### src/rtl/fp_result_display_pkg.sv
// Shared display definitions: segment constants, display FSM states and
// digit-index width.
package disp_pkg;

   // Active-low segment words, ordered {dp,g,f,e,d,c,b,a}
   localparam logic [7:0] SEG_BLANK   = 8'hFF;
   localparam logic [7:0] SEG_DASH    = 8'hBF;
   localparam logic [7:0] SEG_DP_MASK = 8'h7F;

   // Four digits on the board
   localparam int DIGIT_W = 2;

   typedef enum logic {
      ST_EMPTY = 1'b0,
      ST_SHOW  = 1'b1
   } disp_state_e;

endpackage

### src/rtl/fp_result_display_if.sv
// FPU result port as seen by the display: result strobe, result word and
// page select.
interface fp_result_if;

   logic        result_valid;
   logic [31:0] result;
   logic        page_sel;

   modport master (
      output result_valid,
      output result,
      output page_sel
   );

   modport slave (
      input result_valid,
      input result,
      input page_sel
   );

endinterface

### src/rtl/fp_result_display_hex_to_seg.sv
// Combinational hex nibble to active-low 7-segment pattern {g,f,e,d,c,b,a}.
module hex_to_seg (
   input  logic [3:0] nibble,
   output logic [6:0] seg_n
);

   // Standard hex glyphs, lowercase b and d
   always_comb begin
      seg_n = 7'h7F;
      case (nibble)
         4'h0: seg_n = 7'h40;
         4'h1: seg_n = 7'h79;
         4'h2: seg_n = 7'h24;
         4'h3: seg_n = 7'h30;
         4'h4: seg_n = 7'h19;
         4'h5: seg_n = 7'h12;
         4'h6: seg_n = 7'h02;
         4'h7: seg_n = 7'h78;
         4'h8: seg_n = 7'h00;
         4'h9: seg_n = 7'h10;
         4'hA: seg_n = 7'h08;
         4'hB: seg_n = 7'h03;
         4'hC: seg_n = 7'h46;
         4'hD: seg_n = 7'h21;
         4'hE: seg_n = 7'h06;
         4'hF: seg_n = 7'h0E;
         default: seg_n = 7'h7F;
      endcase
   end

endmodule

### src/rtl/fp_result_display.sv
// Captures the FPU result and scans one 16-bit half onto a 4-digit
// 7-segment display; the other half drives the LEDs.
module fp_result_display
   import disp_pkg::*;
#(
   parameter int SCAN_DIV = 1000
) (
   input  logic        clk,
   input  logic        rst,
   fp_result_if.slave  res_if,
   output logic [3:0]  anode,
   output logic [7:0]  seg,
   output logic [15:0] led,
   output logic        shown
);

   localparam int DIV_W = (SCAN_DIV > 1) ? $clog2(SCAN_DIV) : 1;

   disp_state_e        state_q, state_d;
   logic [31:0]        hold_q, hold_d;
   logic [DIV_W-1:0]   div_q, div_d;
   logic [DIGIT_W-1:0] digit_q, digit_d;
   logic               page_q, page_d;
   logic [3:0]         anode_q, anode_d;
   logic [7:0]         seg_q, seg_d;
   logic [15:0]        led_q, led_d;
   logic               shown_q, shown_d;

   logic               wrap;
   logic [15:0]        page_half;
   logic [15:0]        other_half;
   logic [3:0]         nibble;
   logic [6:0]         hex_seg;

   assign wrap = (div_q == DIV_W'(SCAN_DIV - 1));

   // Next state: capture, FSM and free-running scan counter
   always_comb begin
      state_d = state_q;
      hold_d  = hold_q;
      div_d   = div_q + DIV_W'(1);
      digit_d = digit_q;
      page_d  = res_if.page_sel;
      if (res_if.result_valid) begin
         hold_d  = res_if.result;
         state_d = ST_SHOW;
      end
      if (wrap) begin
         div_d   = '0;
         digit_d = digit_q + DIGIT_W'(1);
      end
   end

   // Page mux and nibble select from the registered digit/hold/page
   always_comb begin
      page_half  = page_q ? hold_q[31:16] : hold_q[15:0];
      other_half = page_q ? hold_q[15:0]  : hold_q[31:16];
      nibble     = page_half[{digit_q, 2'b00} +: 4];
   end

   hex_to_seg u_hex_to_seg (
      .nibble (nibble),
      .seg_n  (hex_seg)
   );

   // Output word for the digit currently being scanned
   always_comb begin
      anode_d = ~(4'b0001 << digit_q);
      seg_d   = SEG_DASH;
      led_d   = '0;
      shown_d = 1'b0;
      if (state_q == ST_SHOW) begin
         seg_d   = {1'b1, hex_seg};
         // dp on the leftmost digit marks the high page
         if (page_q && (digit_q == DIGIT_W'(3))) begin
            seg_d = seg_d & SEG_DP_MASK;
         end
         led_d   = other_half;
         shown_d = 1'b1;
      end
   end

   // All state and output registers, asynchronously cleared
   always_ff @(posedge clk or negedge rst) begin
      if (!rst) begin
         state_q <= ST_EMPTY;
         hold_q  <= '0;
         div_q   <= '0;
         digit_q <= '0;
         page_q  <= 1'b0;
         anode_q <= 4'b1111;
         seg_q   <= SEG_BLANK;
         led_q   <= '0;
         shown_q <= 1'b0;
      end else begin
         state_q <= state_d;
         hold_q  <= hold_d;
         div_q   <= div_d;
         digit_q <= digit_d;
         page_q  <= page_d;
         anode_q <= anode_d;
         seg_q   <= seg_d;
         led_q   <= led_d;
         shown_q <= shown_d;
      end
   end

   assign anode = anode_q;
   assign seg   = seg_q;
   assign led   = led_q;
   assign shown = shown_q;

endmodule

### src/flat_wrapper.sv
// flat-port wrapper written by rule: the top's interface ports become plain ports
module fp_result_display_flat import disp_pkg::*;
#(
   parameter int SCAN_DIV = 1000
)
  (clk, rst, anode, seg, led, shown, res_if_result_valid, res_if_result, res_if_page_sel);
  fp_result_if res_if_i ();
  input  logic clk;
  input  logic rst;
  output logic [3:0] anode;
  output logic [7:0] seg;
  output logic [15:0] led;
  output logic shown;
  input wire logic [$bits(res_if_i.result_valid)-1:0] res_if_result_valid;
  input wire logic [$bits(res_if_i.result)-1:0] res_if_result;
  input wire logic [$bits(res_if_i.page_sel)-1:0] res_if_page_sel;
  assign res_if_i.result_valid = res_if_result_valid;
  assign res_if_i.result = res_if_result;
  assign res_if_i.page_sel = res_if_page_sel;
  fp_result_display #(.SCAN_DIV(SCAN_DIV)) u_core (.clk(clk), .rst(rst), .res_if(res_if_i), .anode(anode), .seg(seg), .led(led), .shown(shown));
endmodule
### config.mk
export PLATFORM = sky130hd
export DESIGN_NAME = fp_result_display_flat
export DESIGN_NICKNAME = d
export VERILOG_FILES = /design/src/rtl/fp_result_display_pkg.sv /design/src/rtl/fp_result_display_if.sv /design/src/rtl/fp_result_display_hex_to_seg.sv /design/src/rtl/fp_result_display.sv /design/src/flat_wrapper.sv
export SDC_FILE = /design/constraint.sdc
export NUM_CORES = 1
export LEC_CHECK = 0
export CAP_MARGIN = 20
export CORE_MARGIN = 10
export CORE_UTILIZATION = 37
export CTS_CLUSTER_DIAMETER = 80
export DETAILED_ROUTE_END_ITERATION = 10
export HOLD_SLACK_MARGIN = 0.15
export PLACE_DENSITY = 0.67
export RECOVER_POWER = 100
export SLEW_MARGIN = 20
export SYNTH_ARGS = -nofsm -noshare
export SYNTH_HDL_FRONTEND = slang
export SYNTH_HIERARCHICAL = 1
export SYNTH_SLANG_ARGS = --single-unit
### constraint.sdc
create_clock -name clk -period 7.16 [get_ports clk]
set_clock_uncertainty 0.05 [all_clocks]
set_input_delay 1.432 -clock clk [delete_from_list [all_inputs] [get_ports clk]]
set_output_delay 1.432 -clock clk [all_outputs]
set_load 0.01 [all_outputs]
==> run notes, run 1 <==
Update from the flow run.

After detailed placement, the design holds a cell count of 426. The layout cell share with drive strength beyond 1 is 0.221. The number of diodes added for antenna fixing is 0. met1 track demand over resource after global routing is 0.130. The post-synth count of flops with an enable pin is 0.

In the final report, the number of endpoints failing setup comes to 0. The tree is rooted in a sky130_fd_sc_hd__clkbuf_8. On met3, the global router reports a usage of 0.0438. At floorplan, the net count of the design was reported as 309. The total count of hold-check failures in the final report is 0.

The setup TNS is 0 ns. The clock tree from TritonCTS is yes. During I/O placement, the number of pins put on the boundary was 65.

After technology mapping, the gate count stands at 261. By area the synthesized netlist is led by sky130_fd_sc_hd__dfrtp_1, sky130_fd_sc_hd__mux2_2, sky130_fd_sc_hd__dfstp_2, sky130_fd_sc_hd__mux2i_1, sky130_fd_sc_hd__mux4_2. The kind of critical path is reg2reg. The number of max-slew violations in the final report is 34.

The wire length on met2 is 3290 µm. Measured on the finished design, the core utilization comes to 0.475. The layout overhead on the synthesized area is 25.5%.

The remaining antenna violation count after routing is 0. The flop count is 75. The worst register-to-register path depth is 9.

The timing endpoint of the critical path is u_core/seg[3]$_DFF_PN1_. The share of the Yosys chip area taken by registers is 0.544. Checking max transition, the worst relative margin is -0.201.

The topmost layer with routed signal wires is met4. The area occupied by registers is 1890 µm². The relative contribution of combinational cells to total power is 0.168. The areal power density over the cells is 223 nW/µm². For this run, design rule violations remaining after detail routing come to 0. The cell count listed in synth_stat.txt is 261. The count of distinct cell types in the synthesized netlist is 40. The count of maximum capacitance violations is 1. STA classifies the critical path endpoint as a register. The via count of the first global-routing pass is 2,362. The run finished, with violations left.

The first global-routing pass estimated 11,400 µm of wire. The checks that failed: max-capacitance violations, max-slew violations. u_core/hold_q holds more flip-flops than any other register.

Overall routing resource usage recorded by global route was 0.108. The height of the die is 117 µm. The number of register bits inferred by synthesis is 75. The library cells used most frequently in the layout, excluding fill and tap cells, are sky130_fd_sc_hd__dfrtp_1, sky130_fd_sc_hd__clkdlybuf4s50_1, sky130_fd_sc_hd__mux2_2. The register fraction of the total cell area is 0.433. In this run the critical path is formed by clkbuf_1, mux4_2, nand2_1, nand2_1, inv_1, ha_1, inv_1, mux4_1, nand2b_1. The worst register-to-register path has a setup slack of 3.57 ns. Per the synthesis report, the simple-gate share of the synthesized area is 0.117. The worst-case setup slack after placement is 4.17 ns. The power attributed to combinational cells is 0.000164 W. The cell area that synthesis handed to floorplanning was 3480 µm². The final layout contains 374 nets. The most common library cell in the layout ignoring fill and taps is sky130_fd_sc_hd__dfrtp_1. Once layout is complete, the cells apart from fillers number 442. The multi-input gate area in the final layout is 1440 µm². The total of cells resized after clock tree synthesis is 0. In this run, power in the clock network comes to 0.000323 W. The maximum buffer depth of the clock tree is 2. The number of buffers and inverters on the critical path is 3.

The cell-mix breakdown from Yosys lists the XOR/XNOR area share as 0.0101. According to the timing report, the arrival time at the worst endpoint equals 3.79 ns. The switching portion of total power comes to 0.255. Of all flip-flops after synthesis, the portion carrying an async set or reset was 1.00.

Per the hold report, the tightest min-delay path originates at u_core/div_q[0]$_DFF_PN0_. For this sky-water flow run, the detailed-routed wirelength per cell is reported as 15.5 µm. The die width is 117 µm.
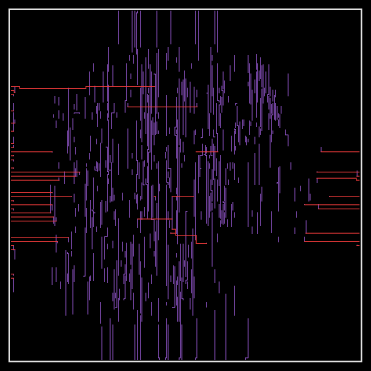
**Above:** run 1 (routed metal, one colour a layer).
Scale: 3 px per µm. Only two layers are drawn.
metal 3 -> red  # wire length 447 µm
metal 2 -> purple  # wire length 3,290 µm
routed via count: 2,144
total wire length: 6860 µm

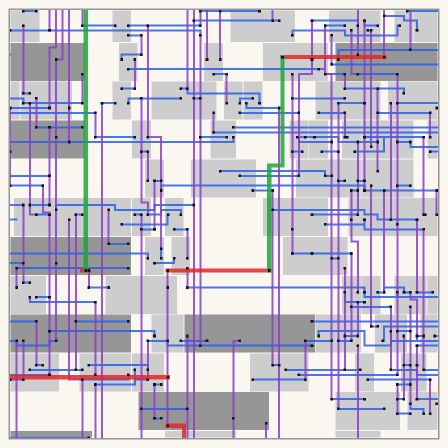
**Above:** run 1 (zoomed window).
Window x 43 to 73, y 43 to 73 µm. Cells in grey, sequential cells in the stronger grey; small squares are vias.
metal 4 -> green
metal 1 -> blue
metal 3 -> red
metal 2 -> purple
sequential cells in the window = 7
netlist names of flops here include = `u_core/hold_q` (4)
cells with their middle in the window = 59
most frequent = nand2_1 (13), ha_1 (9), dfrtp_1 (7)

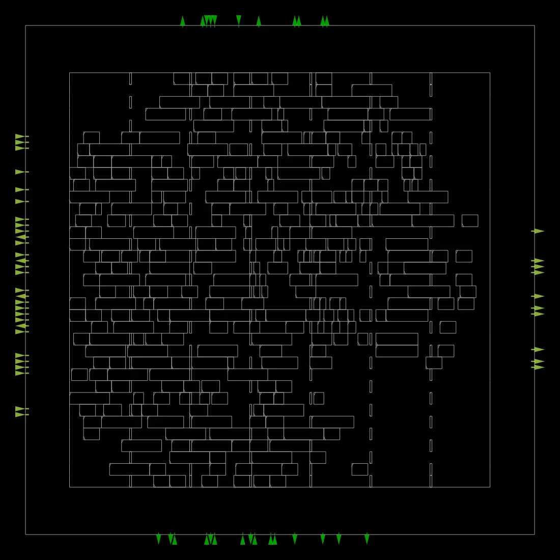
**Above:** run 1 (placed standard cells).
# Taps: 111
Core Region: 9200 µm²

**Run 1: wiring heat map**

Scale: 2 px per µm. The die is cut into 23 by 23 equal tiles; dark purple is low, yellow is high, scaled to the fullest tile. Values are wire area over tile area, all layers added.
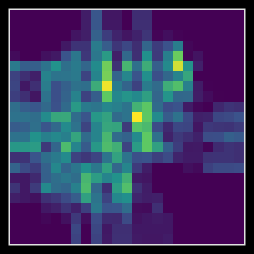

==> inputs of run 2 (changes only) <==
==> constraint.sdc (replaced) <==
create_clock -name clk -period 3.6 [get_ports clk]
set_clock_uncertainty 0.05 [all_clocks]
set_input_delay 0.72 -clock clk [delete_from_list [all_inputs] [get_ports clk]]
set_output_delay 0.72 -clock clk [all_outputs]
set_load 0.01 [all_outputs]
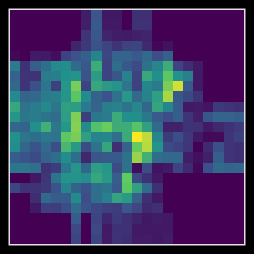
**Above:** run 2 (wiring heat map).
Scale: 2 px per µm. The die is cut into 23 by 23 equal tiles; dark purple is low, yellow is high, scaled to the fullest tile. Values are wire area over tile area, all layers added.
densest ninth of the die = centre
tiles over half the peak = 12%
emptiest ninth of the die = south-east
mean over tiles = 0.080
fullest tile = 0.37
nearly empty tiles = 32%

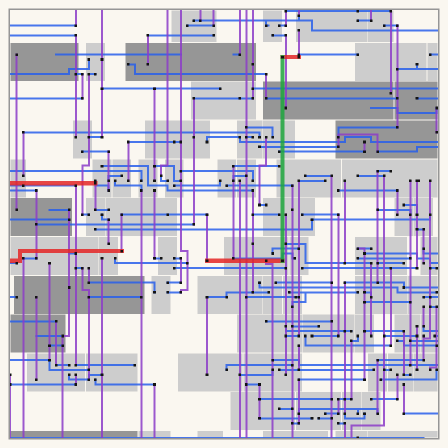
**Above:** run 2 (zoomed window).
Window x 43 to 73, y 43 to 73 µm. Cells in grey, sequential cells in the stronger grey; small squares are vias.
metal 2 -> purple
metal 1 -> blue
metal 4 -> green
metal 3 -> red
most frequent = nand2_1 (14), ha_1 (8)
cells with their middle in the window = 58
sequential cells in the window = 5
netlist names of flops here include = `u_core/hold_q` (2)

==> run notes, run 2 <==
Update from the flow run.

The depth of the most critical reg-to-reg path is 9. Checking max transition, the worst relative margin is -0.214. Clock network power for this build is 0.000534 W. The count of inserted tapcells is 111. The total track usage is 0.108. The final weighted congestion in routability-driven placement is 0.886. On the critical path the data arrives at 3.00 ns. Combinational cells consume a total of 0.000331 W. Per the summary, power density relative to cell area is 423 nW/µm².

Of the total power, the share spent switching nets is 0.255. For this run, global-route usage on met3 was measured as 0.0362. The post-layout net count is 375. The synthesized-area fraction occupied by and/or/nand/nor cells is 0.117. The clock root buffer is sky130_fd_sc_hd__clkbuf_8. The number of diodes added for antenna fixing is 0.

The final reports fail on max-capacitance violations, max-slew violations. There are 75 flip-flops and latches. Per the post-synthesis stats, the area per cell is 13.3 µm². The clock buffer count from CTS is 9. Of all flip-flops after synthesis, the portion carrying an async set or reset was 1.00. The via count of the first global-routing pass was 2,419. met1 track demand over resource after global routing is 0.143. The DRC violation total left in the routed layout is recorded as 0. The number of nets at floorplan is 309.

The register-to-register setup slack is 1.01 ns. The layout report lists the clock-cell share of area as 0.0358. The instance tally after logic synthesis is 261. 65 I/O pins were placed. The launch point of the worst min-delay path is recorded as u_core/div_q[0]$_DFF_PN0_. Per the run report, area growth between synthesis and finish was 24.5%. The logic depth of the worst path, buffers included is 3.

The run reported a max-capacitance violation count of 2. The most common logic cells in the final layout are sky130_fd_sc_hd__dfrtp_1, sky130_fd_sc_hd__clkdlybuf4s50_1, sky130_fd_sc_hd__mux2_2. The die width is 117 µm. The layout cell share with drive strength beyond 1 is 0.217.

The height of the die is 117 µm. For the worst reg-to-reg path, the startpoint reported by OpenROAD is u_core/page_q$_DFF_PN0_. The most common library cell in the layout ignoring fill and taps is sky130_fd_sc_hd__dfrtp_1. Yosys attributes the largest share of cell area to sky130_fd_sc_hd__dfrtp_1, sky130_fd_sc_hd__mux2_2, sky130_fd_sc_hd__dfstp_2, sky130_fd_sc_hd__mux2i_1, sky130_fd_sc_hd__mux4_2. The min-delay analysis places its worst path in the category reg2reg. The total global routing overflow is 0.

The clock tree from TritonCTS is yes. The power group with the largest share is sequential cells. The total power of the final layout is 0.00183 W. Counting tap cells, the placed design contains a total of 427 instances.

The timing endpoint of the critical path is u_core/hold_q[8]$_DFFE_PN0P_. The register with the most flip-flops in the final layout is u_core/hold_q. The number of flops mapped to enable cells by yosys is 0. The total buffers and inverters traversed by the critical path is 2.

Per the finish-stage timing summary, setup violations number 0. Timing analysis after detailed placement gives a worst setup slack of 1.03 ns. The post-route non-filler standard cell count is 443. The worst setup path is captured at a register. Counting the inverters off the clock network in the layout gives 12. The via total after detailed routing is 2,167. The sequential cell area fraction in the yosys report is 0.544. Endpoints failing hold in the final report were tallied at 0. The buffer share of cell area is 0.151.

In this run, distinct cell masters in the synthesized netlist total 40. The total wirelength of the detailed-routed design is 6940 µm. The kind of critical path is in2reg. The number of max-slew violations in the final report is 110. The post-synth register bit count is 75.

The worst setup slack after layout is 0.761 ns. The post-layout utilization of the core is 0.471. The number of fillers in the final layout is 848.

The cell-mix breakdown from Yosys lists the XOR/XNOR area share as 0.0101. The share of total power dissipated in sequential elements is 0.528. The routed wirelength normalized by instance count is 15.7 µm. The first global-routing pass estimated 11,800 µm of wire. The mapped netlist covers 3480 µm². Adding up every negative setup slack in the final design gives 0 ns.

Per the layout area report, the sequential fraction of cell area is 0.437. Once detail routing completed, the nets flagged for antenna violations numbered 0. The synthesized netlist has a Yosys-reported chip area of 3480 µm². The total of cells resized after clock tree synthesis is 0.

The flow ran to the end, but the final reports show violations. The multi-input gate area in the final layout is 1440 µm². The topmost layer with routed signal wires is met4.

The relative contribution of combinational cells to total power is 0.181. The synth_stat.txt file lists the number of cells as 261. The maximum buffer depth of the clock tree is 2.
**Run 2: routed metal, one colour a layer**

Scale: 3 px per µm. Only two layers are drawn.
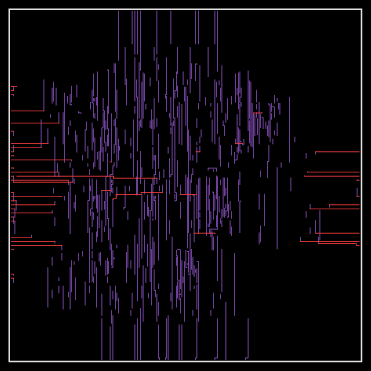

==> inputs of run 3 (changes only) <==
--- a/config.mk
+++ b/config.mk
@@ -11,7 +11,7 @@
 export CTS_CLUSTER_DIAMETER = 80
 export DETAILED_ROUTE_END_ITERATION = 10
 export HOLD_SLACK_MARGIN = 0.15
-export PLACE_DENSITY = 0.67
+export PLACE_DENSITY = 0.69
 export RECOVER_POWER = 100
 export SLEW_MARGIN = 20
 export SYNTH_ARGS = -nofsm -noshare
==> constraint.sdc (replaced) <==
create_clock -name clk -period 2.54 [get_ports clk]
set_clock_uncertainty 0.05 [all_clocks]
set_input_delay 0.508 -clock clk [delete_from_list [all_inputs] [get_ports clk]]
set_output_delay 0.508 -clock clk [all_outputs]
set_load 0.01 [all_outputs]
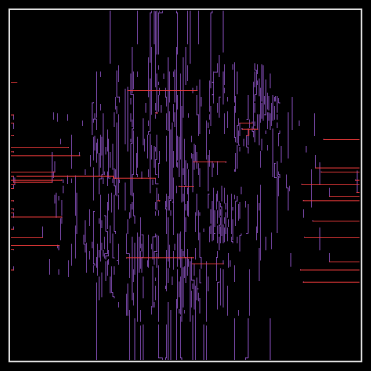
**Above:** run 3 (routed metal, one colour a layer).
Scale: 3 px per µm. Only two layers are drawn.
metal 3 -> red  # wire length 441 µm
metal 2 -> purple  # wire length 3,620 µm

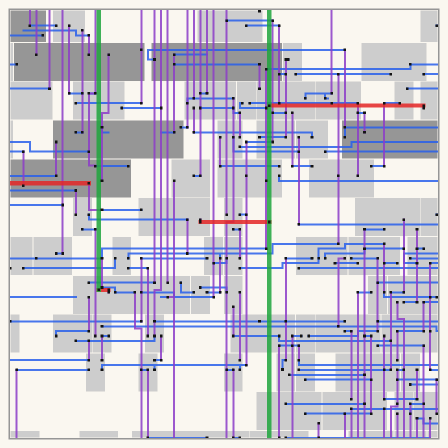
**Above:** run 3 (zoomed window).
Window x 43 to 73, y 43 to 73 µm. Cells in grey, sequential cells in the stronger grey; small squares are vias.
metal 4 -> green
metal 2 -> purple
metal 1 -> blue
metal 3 -> red
most frequent = nand2_1 (13), ha_1 (10)
cells with their middle in the window = 55
netlist names of flops here include = `u_core/digit_q` (2), `u_core/hold_q` (2)
sequential cells in the window = 5

==> run notes, run 3 <==
Update from the flow run.

The synthesized-area fraction occupied by ao, oa, aoi and oai cells is 0.0259. The topmost layer with routed signal wires is met4. The relative contribution of combinational cells to total power is 0.161. Each instance of the synthesized netlist takes up on average 13.3 µm². Data on the critical path is required at its endpoint by 2.76 ns. Of the total power, registers draw 0.474.

The total power of the final layout is 0.00291 W. The final report lists a non-filler cell total of 446. The clock tree from TritonCTS is yes. Of all flip-flops after synthesis, the portion carrying an async set or reset was 1.00. The critical path goes through buf_4, mux4_2, nand2_1, nand2_1, mux2_1, a22o_1, and2_1. In the synthesis report, Yosys lists the chip area as 3480 µm². The fraction of synthesized cell area in xor and xnor cells is 0.0101. The endpoint class of the critical path is a register. The total wirelength of the detailed-routed design is 7220 µm.

The timing endpoint of the critical path is u_core/seg[6]$_DFF_PN1_. The finished layout reports a core utilization of 0.482. The data arrival time of the critical path is 2.59 ns.

In the routed design, unresolved DRC markers number 0. In this run the tools logged warnings totalling 35. The count of buffers added on input and output ports is 64. The post-layout net count is 379. For this design the top-level I/O count stands at 65. The finished cells cover 4440 µm². The layout cell share with drive strength beyond 1 is 0.239. In the final routing, the length of wire on met1 measures 3050 µm. The final timing report lists a max-slew violation count of 76. The met2 track utilization from global routing is 0.181. The routed wirelength normalized by instance count is 16.2 µm. The number of nets at floorplan is 309. The final reports fail on max-capacitance violations, max-slew violations. The worst path meets setup with 0.171 ns of slack. The register fraction of the total cell area is 0.427. Per the skew report, the later register of the worst-skew pair sees a clock latency of 0.34 ns. The total iterations of the first detailed-routing run is 4. The layout report lists the non-clock buffer share of cell area as 0.155. After layout, the inverter instance count without clock inverters stands at 12. The logic depth of the worst path, buffers included is 7.

The maximum buffer depth of the clock tree is 2. The global-route wire length before repair is 11,900 µm. In this run the most critical hold path is launched from u_core/div_q[0]$_DFF_PN0_. Leaving out fill and tap cells, the most frequent cells in the layout are sky130_fd_sc_hd__dfrtp_1, sky130_fd_sc_hd__clkdlybuf4s50_1, sky130_fd_sc_hd__mux2_2. VDD sags by at most 281 µV. Per the synthesis report, the simple-gate share of the synthesized area is 0.117. The internal power is 0.00223 W. For met1 alone, demand over resource in global routing was 0.132. The launch point of the worst path is u_core/page_q$_DFF_PN0_. The height of the die is 117 µm.

The horizontal die dimension reported for this design is 117 µm. The fraction of final cell area spent on clock buffers and inverters in this run is 0.0519. The total global routing overflow is 0.

Counting the buffers created by CTS gives 9. The peak-usage layer in the global routing report is met2. STA classifies the critical path startpoint as a register. The largest register by flop count is u_core/hold_q. The number of antenna diodes in the final layout is 0. The worst hold path terminates at u_core/div_q[0]$_DFF_PN0_. Measured against the total synthesized area, the mux share comes to 0.228. The power attributed to combinational cells is 0.000467 W.

The synthesized design contains 0 enable-type register cells. The power group with the largest share is sequential cells. The DRC violation total after the first TritonRoute iteration is 54. For this design the ratio of total power to cell area is 655 nW/µm². The via count of the first global-routing pass is 2,340. The setup TNS is 0 ns. The final weighted congestion in routability-driven placement is 0.806.

The total count of hold-check failures in the final report is 0. Per the STA report, the cell with the highest stage delay on the worst path is sky130_fd_sc_hd__mux4_2. The cell count listed in synth_stat.txt is 261. Setup repair after global routing left no endpoint under its margin. Once detailed placement completed, the half-perimeter wirelength came to 5440 µm. The wire length on met2 is 3620 µm. The total track usage is 0.113. The type recorded for the worst min-delay path is reg2reg. Gates resized during post-CTS repair numbered 0. The depth of the most critical reg-to-reg path is 7.

In the synthesized netlist, the number of instances is 261. The kind of critical path is reg2reg. The count of distinct cell types in the synthesized netlist is 40.

The detailed-route vias per instance is 4.92. The total number of yosys warnings is 6. The biggest slice of the area belongs to registers. The routed layout has 2,193 vias. The clock drives 75 sinks. On the reported timing paths, the clock transition at the registers reads 0.08 ns. The placeable core region is 9200 µm².

The count of inserted tapcells is 111. For this design the total switching power over the nets is 0.000673 W. The number of instances on the worst hold path is 1. The clock group power is 0.00106 W. The area growth from synthesis to layout is 27.6%.

Looking at the clock tree report, the root buffer type is sky130_fd_sc_hd__clkbuf_8. The flow ran to the end, but the final reports show violations. In the final report, the number of endpoints failing setup comes to 0.

The worst-case setup slack after placement is 0.0502 ns. On the final layout, the worst hold slack is 0.435 ns. The final layout contains a sequential cell count of 75. Per the timing report, the most critical flop-to-flop path originates at u_core/page_q$_DFF_PN0_. The number of fillers in the final layout is 856.

At the pin with the least slew margin, the transition time is 1.80 ns. The cell count after placement is 431. Per Yosys stat, the portion of area used by sequential elements is 0.544. The leakage component of the power was reported as 1.89 nW. The combinational fraction of the cell area is 0.325. Switching power as a fraction of the total was reported as 0.232. The multi-input gate area in the final layout is 1440 µm². By area the synthesized netlist is led by sky130_fd_sc_hd__dfrtp_1, sky130_fd_sc_hd__mux2_2, sky130_fd_sc_hd__dfstp_2, sky130_fd_sc_hd__mux2i_1, sky130_fd_sc_hd__mux4_2. In this run the tightest slew margin relative to its limit is -0.199. The worst path needs 2.37 ns of the cycle, external delays included.

The effective utilization at floorplan is 0.378. The area occupied by registers is 1890 µm². The synthesized netlist occupies a cell area of 3480 µm². The number of register bits inferred by synthesis is 75. The global-route met3 utilization is 0.0454. The most common library cell in the layout ignoring fill and taps is sky130_fd_sc_hd__dfrtp_1. The worst register-to-register path has a setup slack of 0.17 ns.

Counting both buffers and inverters, the worst setup path holds a total of 1. Per STA, the library cell used most along the worst path is sky130_fd_sc_hd__nand2_1. The biggest area contributor in the post-synthesis netlist is sky130_fd_sc_hd__dfrtp_1.

For this run, the top clock speed supported by timing is 422 MHz. In the finished layout, the clock tree contains a buffer count of 10. Across the run, the number of max-cap violations was 1.

The remaining antenna violation count after routing is 0.
Power is estimated from default activity; no workload was simulated.
